**Run 1: placement by cell class**

The bar under the picture is 20 µm long. Fill, decap, tap and diode cells in gray.
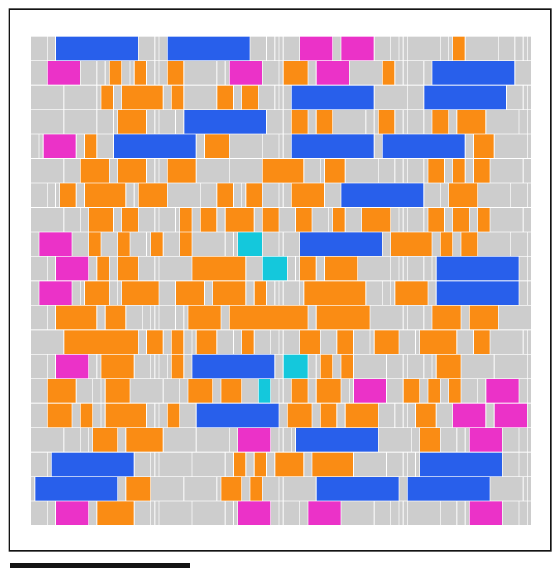
**Run 1: signal wires by layer**

The bar under the picture is 20 µm long. Two of the layers only.
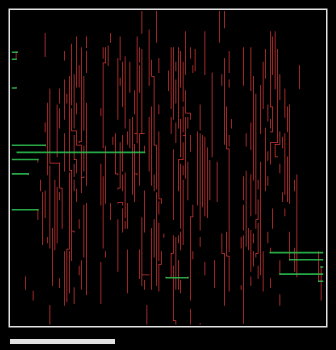
**Run 1: congestion heat map**

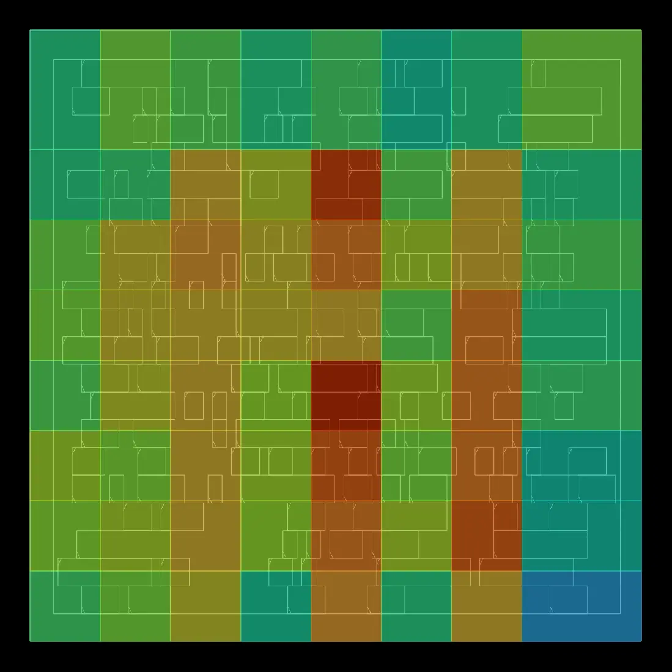
[src/rtl/axicb_harq_arbiter.sv]
// axicb_harq_arbiter
// Round-robin arbiter for one shared crossbar master port. After each accepted
// transfer it waits for the ECC verdict and, on error or timeout, re-grants the
// same requester for a retransmission until the retry budget is spent.
module axicb_harq_arbiter #(
    parameter int MST_NB      = 4,
    parameter int MAX_RETRY   = 3,
    parameter int ECC_TIMEOUT = 64
) (
    input  logic                           aclk,
    input  logic                           aresetn,
    input  logic [MST_NB-1:0]              req,
    input  logic                           xfer_hs,
    input  logic                           ecc_valid,
    input  logic                           ecc_err,
    output logic [MST_NB-1:0]              grant,
    output logic [$clog2(MST_NB)-1:0]      grant_id,
    output logic                           retx,
    output logic [$clog2(MAX_RETRY+1)-1:0] retry_cnt,
    output logic                           done,
    output logic                           fail,
    output logic                           busy
);

    localparam int ID_W  = $clog2(MST_NB);
    localparam int ID_W1 = ID_W + 1;
    localparam int RC_W  = $clog2(MAX_RETRY + 1);
    localparam int TO_W  = $clog2(ECC_TIMEOUT);

    localparam logic [ID_W-1:0]  LAST_ID   = ID_W'(MST_NB - 1);
    localparam logic [ID_W:0]    NB_EXT    = ID_W1'(MST_NB);
    localparam logic [RC_W-1:0]  RETRY_MAX = RC_W'(MAX_RETRY);
    localparam logic [TO_W-1:0]  TO_LAST   = TO_W'(ECC_TIMEOUT - 1);

    typedef enum logic [1:0] {
        S_IDLE,
        S_GRANT,
        S_WAIT_ECC
    } state_t;

    // Registered state
    state_t            r_state;
    logic [ID_W-1:0]   r_ptr;
    logic [MST_NB-1:0] r_grant;
    logic [ID_W-1:0]   r_grant_id;
    logic              r_retx;
    logic [RC_W-1:0]   r_retry_cnt;
    logic [TO_W-1:0]   r_to_cnt;
    logic              r_done;
    logic              r_fail;

    // Next-state values
    state_t            w_state_nxt;
    logic [ID_W-1:0]   w_ptr_nxt;
    logic [MST_NB-1:0] w_grant_nxt;
    logic [ID_W-1:0]   w_grant_id_nxt;
    logic              w_retx_nxt;
    logic [RC_W-1:0]   w_retry_nxt;
    logic [TO_W-1:0]   w_to_cnt_nxt;
    logic              w_done_nxt;
    logic              w_fail_nxt;

    // Arbitration and helper terms
    logic [MST_NB-1:0] w_req_rot;
    logic              w_arb_found;
    logic [ID_W-1:0]   w_arb_off;
    logic [ID_W:0]     w_arb_sum;
    logic [ID_W-1:0]   w_arb_idx;
    logic [ID_W-1:0]   w_ptr_after;
    logic [MST_NB-1:0] w_grant_same;
    logic [MST_NB-1:0] w_grant_new;
    logic              w_ecc_bad;
    logic              w_ecc_clean;

    // Rotate the requests so bit 0 is the requester sitting at the priority pointer.
    assign w_req_rot = MST_NB'({req, req} >> r_ptr);

    // Lowest set bit of the rotated vector is the winner's distance from ptr.
    always_comb begin
        w_arb_found = 1'b0;
        w_arb_off   = '0;
        for (int i = MST_NB - 1; i >= 0; i--) begin
            if (w_req_rot[i]) begin
                w_arb_found = 1'b1;
                w_arb_off   = ID_W'(i);
            end
        end
    end

    // Winner index wraps with a compare so non-power-of-2 requester counts work.
    assign w_arb_sum = {1'b0, r_ptr} + {1'b0, w_arb_off};
    assign w_arb_idx = (w_arb_sum >= NB_EXT) ? ID_W'(w_arb_sum - NB_EXT) : ID_W'(w_arb_sum);

    // Priority moves to the requester after the one that just finished.
    assign w_ptr_after  = (r_grant_id == LAST_ID) ? '0 : r_grant_id + ID_W'(1);
    assign w_grant_same = MST_NB'(1) << r_grant_id;
    assign w_grant_new  = MST_NB'(1) << w_arb_idx;

    // A verdict in the timeout cycle overrides the timeout itself.
    assign w_ecc_clean = ecc_valid & ~ecc_err;
    assign w_ecc_bad   = ecc_valid ? ecc_err : (r_to_cnt == TO_LAST);

    // Next-state and output decode for the arbitration / retransmission sequencer.
    always_comb begin
        // NOTE: every next value is given its hold default before the case, so no
        // path leaves it unassigned and no latch is inferred.
        w_state_nxt    = r_state;
        w_ptr_nxt      = r_ptr;
        w_grant_nxt    = r_grant;
        w_grant_id_nxt = r_grant_id;
        w_retx_nxt     = r_retx;
        w_retry_nxt    = r_retry_cnt;
        w_to_cnt_nxt   = r_to_cnt;
        w_done_nxt     = 1'b0;
        w_fail_nxt     = 1'b0;

        case (r_state)
            S_IDLE: begin
                w_retx_nxt = 1'b0;
                if (w_arb_found) begin
                    w_state_nxt    = S_GRANT;
                    w_grant_nxt    = w_grant_new;
                    w_grant_id_nxt = w_arb_idx;
                    w_retry_nxt    = '0;
                end
            end

            S_GRANT: begin
                if (xfer_hs) begin
                    w_state_nxt  = S_WAIT_ECC;
                    w_grant_nxt  = '0;
                    w_to_cnt_nxt = '0;
                end else if (!req[r_grant_id]) begin
                    // Requester withdrew before its transfer: silent abort.
                    w_state_nxt = S_IDLE;
                    w_grant_nxt = '0;
                    w_ptr_nxt   = w_ptr_after;
                    w_retx_nxt  = 1'b0;
                end
            end

            S_WAIT_ECC: begin
                w_to_cnt_nxt = r_to_cnt + TO_W'(1);
                if (w_ecc_clean) begin
                    w_state_nxt = S_IDLE;
                    w_done_nxt  = 1'b1;
                    w_ptr_nxt   = w_ptr_after;
                    w_retx_nxt  = 1'b0;
                end else if (w_ecc_bad) begin
                    if (r_retry_cnt < RETRY_MAX) begin
                        // Retransmit to the same requester without re-arbitrating.
                        w_state_nxt = S_GRANT;
                        w_grant_nxt = w_grant_same;
                        w_retry_nxt = r_retry_cnt + RC_W'(1);
                        w_retx_nxt  = 1'b1;
                    end else begin
                        w_state_nxt = S_IDLE;
                        w_fail_nxt  = 1'b1;
                        w_ptr_nxt   = w_ptr_after;
                        w_retx_nxt  = 1'b0;
                    end
                end
            end

            default: begin
                w_state_nxt = S_IDLE;
                w_grant_nxt = '0;
                w_retx_nxt  = 1'b0;
            end
        endcase
    end

    // State register; reset drops grant and all status at once.
    always_ff @(posedge aclk or negedge aresetn) begin
        if (!aresetn) begin
            r_state     <= S_IDLE;
            r_ptr       <= '0;
            r_grant     <= '0;
            r_grant_id  <= '0;
            r_retx      <= 1'b0;
            r_retry_cnt <= '0;
            r_to_cnt    <= '0;
            r_done      <= 1'b0;
            r_fail      <= 1'b0;
        end else begin
            // NOTE: non-blocking assignments so every flop updates from pre-edge values.
            r_state     <= w_state_nxt;
            r_ptr       <= w_ptr_nxt;
            r_grant     <= w_grant_nxt;
            r_grant_id  <= w_grant_id_nxt;
            r_retx      <= w_retx_nxt;
            r_retry_cnt <= w_retry_nxt;
            r_to_cnt    <= w_to_cnt_nxt;
            r_done      <= w_done_nxt;
            r_fail      <= w_fail_nxt;
        end
    end

    assign grant     = r_grant;
    assign grant_id  = r_grant_id;
    assign retx      = r_retx;
    assign retry_cnt = r_retry_cnt;
    assign done      = r_done;
    assign fail      = r_fail;
    assign busy      = (r_state != S_IDLE);

endmodule
[config.mk]
export PLATFORM = sky130hd
export DESIGN_NAME = axicb_harq_arbiter
export DESIGN_NICKNAME = d
export VERILOG_FILES = /design/src/rtl/axicb_harq_arbiter.sv
export SDC_FILE = /design/constraint.sdc
export NUM_CORES = 1
export LEC_CHECK = 0
export ABC_CLOCK_PERIOD_IN_PS = 4800
export CAP_MARGIN = 20
export CELL_PAD_IN_SITES_DETAIL_PLACEMENT = 1
export CELL_PAD_IN_SITES_GLOBAL_PLACEMENT = 1
export CORE_MARGIN = 2
export CORE_UTILIZATION = 44
export CTS_CLUSTER_DIAMETER = 100
export CTS_CLUSTER_SIZE = 20
export DETAILED_ROUTE_END_ITERATION = 10
export PLACE_DENSITY_LB_ADDON = 0.1
export SLEW_MARGIN = 20
export SYNTH_ARGS = -nofsm -noshare
export SYNTH_HDL_FRONTEND = slang
export SYNTH_SLANG_ARGS = --single-unit
[constraint.sdc]
create_clock -name aclk -period 4.8 [get_ports aclk]
set_clock_uncertainty 0.2 [all_clocks]
set_input_delay 0.72 -clock aclk [delete_from_list [all_inputs] [get_ports aclk]]
set_output_delay 0.72 -clock aclk [all_outputs]
set_load 0.03 [all_outputs]
==> impl_metrics.env, run 1 <==
# source this file to load flow results
export IMPL_worstHoldPathCells=1
export IMPL_setup_viol=0
export IMPL_final_clk_cell_share_pct=1.61
export IMPL_grt_busiest_layer="met2"
export IMPL_dr_wl_met3_um=74
export IMPL_flop_cell="dfrtp_1"
export IMPL_htree_num_levels=1
export IMPL_gr_usage_met3_pct=2.60
export IMPL_drt_pre_antenna_iters=4
export IMPL_taps=44
export IMPL_pre_cts_slack_ns=1.56
export IMPL_p_seq_w=0.000323
export IMPL_maxCapViolCount=0
export IMPL_hold_viol=0
export IMPL_logic_gates=111
export IMPL_yosys_area_share_aoi_pct=22.3
export IMPL_vias_per_cell=5.65
export IMPL_p_clk_share_pct=9.5
export IMPL_fin_crit_ns=2.89
export IMPL_fill_cells=350
export IMPL_logic_area_um2=807
export IMPL_synth_xor_area_share_pct=3.17
export IMPL_cts_buffers=3
export IMPL_ys_cells=142
export IMPL_syn_area_um2=1380
export IMPL_p_switching_w=0.000422
export IMPL_ys_seq_share_pct=38.0
export IMPL_start_kind="input port"
export IMPL_clock_path_buffers=2
export IMPL_r2r_end="grant[2]"
export IMPL_antenna_left=0
export IMPL_clkSlewWorstSetupHoldPaths_ns=0.12
export IMPL_top_register="r_to_cnt"
export IMPL_common_cells="dfrtp_1, nand2_1, nand3_1, nor2_1, o21ai_0"
export IMPL_top_power_group="combinational cells"
export IMPL_fin_tns_setup_ns=0
export IMPL_setup_ws_ns=1.91
export IMPL_critical_path_slowest_cell="clkdlybuf4s50_1"
export IMPL_largest_cell_class="multi-input combinational cells"
export IMPL_endpoint="grant[2]"
export IMPL_timing_rr_start="r_ptr[1]"
export IMPL_largest_reg_flops=6
export IMPL_cts_resized_gates=0
export IMPL_fp_nets=155
export IMPL_via_count=1158
export IMPL_flop_area_um2=526
export IMPL_dieArea_um2=3600
export IMPL_outcome="finished clean"
export IMPL_initCoreUtil_pct=45.6
export IMPL_final_common_cell="dfrtp_1"
export IMPL_drive_gt1_share_pct=10.6
export IMPL_wirelength_met1_um=1470
export IMPL_io_buffers=20
export IMPL_buffers=20
export IMPL_end_kind="flip-flop"
export IMPL_cts_tree="yes"
export IMPL_power_density_nw_per_um2=547
export IMPL_ys_sh_simple_pct=25.4
export IMPL_ys_warn_count=0
export IMPL_drc_errors=0
export IMPL_ios=21
export IMPL_wl_per_cell_um=16.1
export IMPL_die_x_um=60.0
export IMPL_dp_cells=201
export IMPL_path_delay_family="AND-OR/OR-AND gates"
export IMPL_lay_top_cells="dfrtp_1, clkdlybuf4s50_1, nand2_1"
export IMPL_warnings=26
About 'placement by cell class':
Key: combinational and other logic = orange [cells 116]; flops = blue [cells 21]; other buffers and delay cells = magenta [cells 20]; clock drivers and dummy loads = cyan [cells 4]
flop share of the area: 32.2%
core area: 3030 µm²
row count: 20
Final Util: 53.9%
Design Area, Final: 1630 µm²

About 'signal wires by layer':
Key: metal 2 = red [wire length 1740 µm]; metal 3 = green [wire length 74.5 µm]

About 'congestion heat map':
GR met1 Demand/Resource: 25.4%
all-layer global routing usage: 20.9%

==> run 2, diff against run 1 <==
--- a/config.mk
+++ b/config.mk
@@ -5,12 +5,12 @@
 export SDC_FILE = /design/constraint.sdc
 export NUM_CORES = 1
 export LEC_CHECK = 0
-export ABC_CLOCK_PERIOD_IN_PS = 4800
+export ABC_CLOCK_PERIOD_IN_PS = 2500
 export CAP_MARGIN = 20
 export CELL_PAD_IN_SITES_DETAIL_PLACEMENT = 1
 export CELL_PAD_IN_SITES_GLOBAL_PLACEMENT = 1
 export CORE_MARGIN = 2
-export CORE_UTILIZATION = 44
+export CORE_UTILIZATION = 37
 export CTS_CLUSTER_DIAMETER = 100
 export CTS_CLUSTER_SIZE = 20
 export DETAILED_ROUTE_END_ITERATION = 10
==> constraint.sdc (replaced) <==
create_clock -name aclk -period 2.5 [get_ports aclk]
set_clock_uncertainty 0.2 [all_clocks]
set_input_delay 0.375 -clock aclk [delete_from_list [all_inputs] [get_ports aclk]]
set_output_delay 0.375 -clock aclk [all_outputs]
set_load 0.03 [all_outputs]
**Run 2: signal wires by layer**

The bar under the picture is 20 µm long. Two of the layers only.
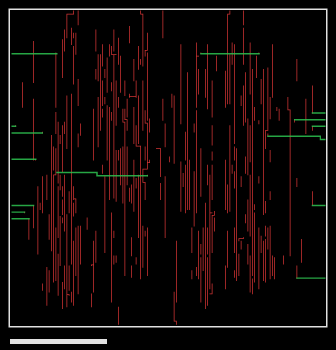
Key: metal 3 = green [wire length 94.5 µm]; metal 2 = red [wire length 1850 µm]
vias: 1221
total wire length: 3510 µm
all-layer global routing usage: 18.4%
drt wl/cell: 15.5 µm

**Run 2: placement by cell class**

The bar under the picture is 20 µm long. Fill, decap, tap and diode cells in gray.
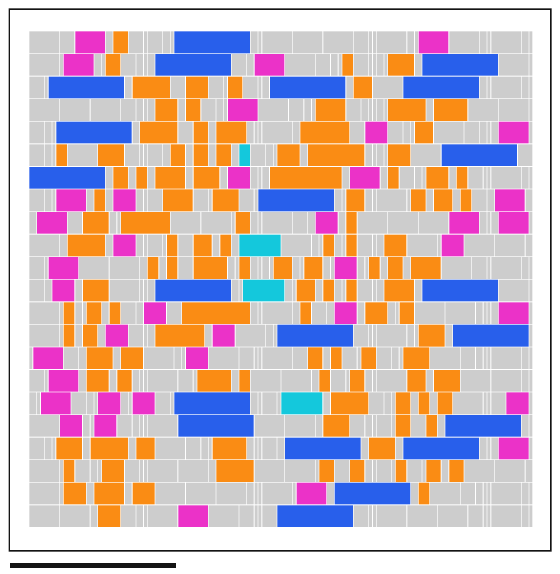
Key: flops = blue [cells 21]; other buffers and delay cells = magenta [cells 38]; combinational and other logic = orange [cells 116]; clock drivers and dummy loads = cyan [cells 4]
flop share of the area: 29.2%
Final Util: 49.5%
Design Area, Final: 1800 µm²
row count: 22
core area: 3630 µm²

**Run 2: register map, names as in the netlist**

The bar under the picture is 20 µm long. Other sequential cells in the stronger gray, the rest of the logic in the fainter gray.
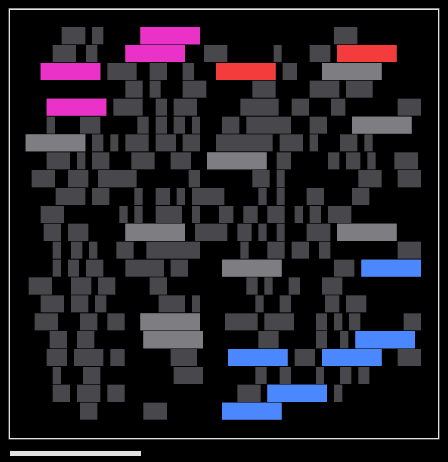
Key: r_to_cnt = blue [sequential cells 6]; grant = magenta [sequential cells 4, where top left]; retry_cnt = red [sequential cells 2]
Another 9 sequential cells are not colored.
total area of sequential cells: 526 µm²
sequential cell power: 0.000549 W

==> impl_metrics.env, run 2 <==
# source this file to load flow results
export IMPL_flop_cell="dfrtp_1"
export IMPL_ys_sh_simple_pct=25.4
export IMPL_fin_crit_ns=2.33
export IMPL_max_freq_mhz=429
export IMPL_cts_tree="yes"
export IMPL_met2WireLength_um=1850
export IMPL_clock_path_buffers=2
export IMPL_fin_tns_setup_ns=0
export IMPL_buffers=38
export IMPL_maxCapViolCount=0
export IMPL_fill_cells=445
export IMPL_lay_top_cells="dfrtp_1, clkdlybuf4s50_1, buf_4"
export IMPL_syn_to_final_growth_pct=30.3
export IMPL_gr_usage_met3_pct=2.23
export IMPL_common_cells="dfrtp_1, nand2_1, nand3_1, nor2_1, o21ai_0"
export IMPL_grt_max_degree=22
export IMPL_antenna_left=0
export IMPL_taps=48
export IMPL_cts_resized_gates=0
export IMPL_finalCritPeriodShare_pct=93.3
export IMPL_cts_sinks=21
export IMPL_largest_reg_flops=6
export IMPL_drive_gt1_share_pct=20.1
export IMPL_final_cells=227
export IMPL_wirelength_met1_um=1540
export IMPL_ios=21
export IMPL_hold_ws_ns=0.263
export IMPL_worst_r2r_setup_slack_ns=0.33
export IMPL_start_kind="input port"
export IMPL_yosysTopAreaCellShare_pct=38.0
export IMPL_htree_num_levels=1
export IMPL_rr_worst_depth=6
export IMPL_flops=21
export IMPL_place_congestion=0.741
export IMPL_power_leakage_nw=0.784
export IMPL_dp_hpwl_um=2800
export IMPL_endpoint="grant[2]"
export IMPL_vias_per_cell=5.38
export IMPL_setup_ws_ns=0.167
export IMPL_arrival_ns=2.26
export IMPL_diodes=0
export IMPL_nonClkBufAreaFrac_pct=18.6
export IMPL_end_kind="flip-flop"
export IMPL_sw_frac_of_total_pct=44.0
export IMPL_required_ns=2.43
export IMPL_area_leaders="dfrtp_1, nand2_1, ha_1"
export IMPL_p_int_w=0.00108
export IMPL_synth_top_cell_by_count="dfrtp_1"
export IMPL_crit_fanout=3
export IMPL_pre_cts_slack_ns=-0.175
export IMPL_setup_viol=0
export IMPL_fin_nets=193
export IMPL_logic_area_um2=815
export IMPL_ctsHoldBuffers=0
export IMPL_p_switching_w=0.000844
export IMPL_dieArea_um2=4240
export IMPL_final_clk_cell_share_pct=2.50
export IMPL_grt_busiest_layer="met2"
export IMPL_syn_area_um2=1380
export IMPL_avgSynthCellArea_um2=9.73
export IMPL_critical_path_slowest_cell="clkdlybuf4s50_1"
export IMPL_postSynthCellCount=142
export IMPL_timing_rr_start="r_to_cnt[0]"
export IMPL_outcome="finished clean"
export IMPL_io_buffers=20
export IMPL_top_power_group="combinational cells"
export IMPL_ys_seq_share_pct=38.0
export IMPL_ys_flops=21
export IMPL_drt_pre_antenna_iters=4
export IMPL_fp_nets=155
export IMPL_edf_count=0
export IMPL_crit_start="req[0]"
export IMPL_grt_ovfl_total=0
export IMPL_power_density_nw_per_um2=1070
export IMPL_p_clk_share_pct=11.8
export IMPL_crit_type="in2reg"
export IMPL_synthArstFlopShare_pct=100
export IMPL_dr_wl_met3_um=94
export IMPL_ys_types=51
export IMPL_logic_gates=111
export IMPL_crit_chain="clkdlybuf4s50_1 > inv_1 > o21ai_0 > a21oi_1 > o31a_1 > ha_1 > xnor2_1 > xor2_1 > o211ai_1"
export IMPL_top_register="r_to_cnt"
export IMPL_antenna_found_initial=0
export IMPL_crit_buf_inv=2
export IMPL_ys_warn_count=0
export IMPL_clkSlewWorstSetupHoldPaths_ns=0.08
export IMPL_dp_cells=223
export IMPL_warnings=26
export IMPL_met2_usage_pct=33.2
export IMPL_cp_num_cells=9
export IMPL_synth_xor_area_share_pct=3.17
export IMPL_drt_iter0_drc=40
export IMPL_worstMarginPinSlew_ns=0.414
export IMPL_ys_cells=142
export IMPL_initCoreUtil_pct=38.0
export IMPL_r2r_end="grant[1]"
export IMPL_use_met1_pct=22.9
export IMPL_die_x_um=65.1
export IMPL_largest_cell_class="multi-input combinational cells"
export IMPL_final_common_cell="dfrtp_1"
export IMPL_path_delay_family="AND-OR/OR-AND gates"
export IMPL_yosys_area_share_aoi_pct=22.3
export IMPL_cts_buffers=3
export IMPL_yosysTopAreaCell="dfrtp_1"
export IMPL_drc_errors=0
export IMPL_slowest_delay_ns=0.48
export IMPL_grt_pass1_wl_um=5970
export IMPL_clk_insertion_delay_late_ns=0.26
export IMPL_clock_buffers=4
export IMPL_hold_viol=0
==> run 3, diff against run 2 <==
--- a/config.mk
+++ b/config.mk
@@ -15,6 +15,7 @@
 export CTS_CLUSTER_SIZE = 20
 export DETAILED_ROUTE_END_ITERATION = 10
 export PLACE_DENSITY_LB_ADDON = 0.1
+export RECOVER_POWER = 100
 export SLEW_MARGIN = 20
 export SYNTH_ARGS = -nofsm -noshare
 export SYNTH_HDL_FRONTEND = slang
==> constraint.sdc (replaced) <==
create_clock -name aclk -period 2.5 [get_ports aclk]
set_clock_uncertainty 0.2 [all_clocks]
set_input_delay 0.375 -clock aclk [delete_from_list [all_inputs] [get_ports aclk]]
set_output_delay 0.375 -clock aclk [all_outputs]
set_load 0.05 [all_outputs]
**Run 3: signal wires by layer**

The bar under the picture is 20 µm long. Two of the layers only.
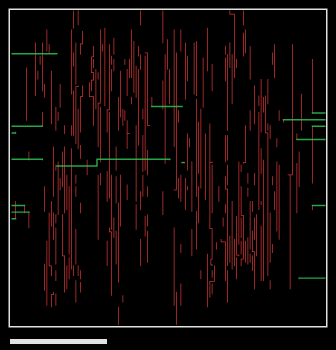
Key: metal 3 = green [wire length 87.2 µm]; metal 2 = red [wire length 1770 µm]
all-layer global routing usage: 18.6%
vias: 1214
total wire length: 3530 µm
drt wl/cell: 15.6 µm

**Run 3: placement by cell class**

The bar under the picture is 20 µm long. Fill, decap, tap and diode cells in gray.
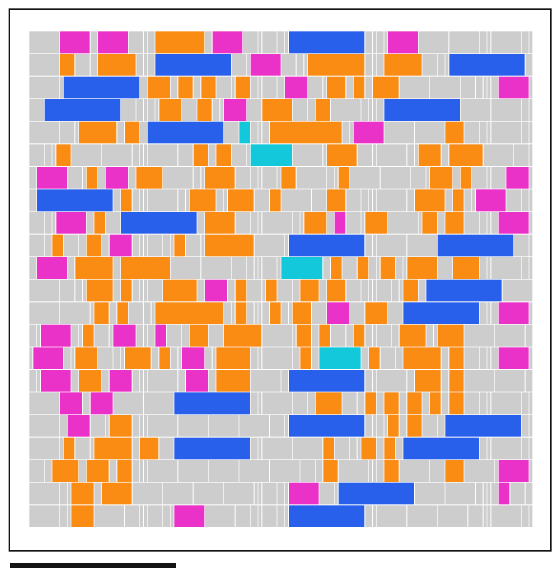
Key: other buffers and delay cells = magenta [cells 37]; combinational and other logic = orange [cells 116]; flops = blue [cells 21]; clock drivers and dummy loads = cyan [cells 4]
Final Util: 48.9%
flop share of the area: 29.6%
Design Area, Final: 1780 µm²

**Run 3: congestion heat map**

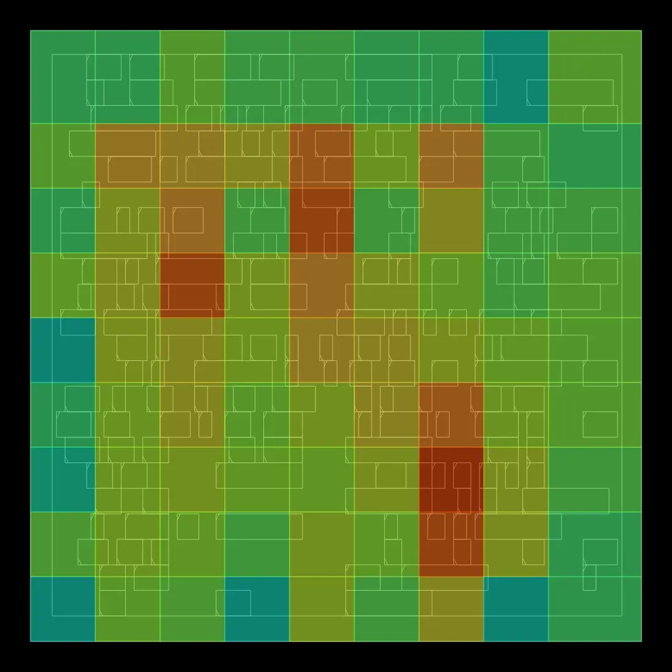
met3 Use GR: 2.57%
grt peak-use layer: met2
GR met1 Demand/Resource: 22.6%
grt met2 use: 34.1%

==> impl_metrics.env, run 3 <==
# source this file to load flow results
export IMPL_maxCapViolCount=0
export IMPL_setup_ws_ns=0.129
export IMPL_rr_worst_depth=6
export IMPL_antenna_left=0
export IMPL_setup_viol=0
export IMPL_worst_r2r_setup_slack_ns=0.22
export IMPL_outcome="finished clean"
export IMPL_clock_path_buffers=2
export IMPL_dieArea_um2=4240
export IMPL_edf_count=0
export IMPL_final_common_cell="dfrtp_1"
export IMPL_ys_flops=21
export IMPL_syn_area_um2=1380
export IMPL_drt_pre_antenna_iters=4
export IMPL_hold_viol=0
export IMPL_cts_buffers=3
export IMPL_drt_iter0_drc=40
export IMPL_htree_num_levels=1
export IMPL_arrival_ns=2.32
export IMPL_taps=48
export IMPL_wirelength_met1_um=1640
export IMPL_ys_types=51
export IMPL_crit_buf_inv=2
export IMPL_clock_buffers=4
export IMPL_crit_chain="clkdlybuf4s50_1 > clkbuf_1 > mux4_2 > nand3_1 > a21bo_1 > o21ai_0 > o211ai_2"
export IMPL_slowest_delay_ns=0.52
export IMPL_max_freq_mhz=422
export IMPL_fin_tns_setup_ns=0
export IMPL_timing_rr_start="r_to_cnt[0]"
export IMPL_grt_max_degree=22
export IMPL_finalCritPeriodShare_pct=94.8
export IMPL_fin_nets=192
export IMPL_ys_sh_simple_pct=25.4
export IMPL_drc_errors=0
export IMPL_die_x_um=65.1
export IMPL_met2WireLength_um=1770
export IMPL_flops=21
export IMPL_path_delay_family="buffers and inverters"
export IMPL_ys_cells=142
export IMPL_clkSlewWorstSetupHoldPaths_ns=0.08
export IMPL_postSynthCellCount=142
export IMPL_end_kind="flip-flop"
export IMPL_synth_top_cell_by_count="dfrtp_1"
export IMPL_warnings=26
export IMPL_top_register="r_to_cnt"
export IMPL_hold_ws_ns=0.290
export IMPL_crit_fanout=6
export IMPL_initCoreUtil_pct=38.0
export IMPL_final_cells=226
export IMPL_diodes=0
export IMPL_drive_gt1_share_pct=17.4
export IMPL_avgSynthCellArea_um2=9.73
export IMPL_yosysTopAreaCell="dfrtp_1"
export IMPL_critical_path_slowest_cell="mux4_2"
export IMPL_p_switching_w=0.000924
export IMPL_fill_cells=451
export IMPL_place_congestion=0.755
export IMPL_cts_tree="yes"
export IMPL_dr_wl_met3_um=87
export IMPL_grt_ovfl_total=0
export IMPL_crit_type="in2reg"
export IMPL_dp_cells=222
export IMPL_num_rows=22
export IMPL_common_cells="dfrtp_1, nand2_1, nand3_1, nor2_1, o21ai_0"
export IMPL_yosysTopAreaCellShare_pct=38.0
export IMPL_crit_start="req[3]"
export IMPL_dp_hpwl_um=2730
export IMPL_clk_insertion_delay_late_ns=0.26
export IMPL_sw_frac_of_total_pct=47.3
export IMPL_worstMarginPinSlew_ns=1.19
export IMPL_start_kind="input port"
export IMPL_ios=21
export IMPL_synth_xor_area_share_pct=3.17
export IMPL_yosys_area_share_aoi_pct=22.3
Power is estimated from default activity; no workload was simulated.
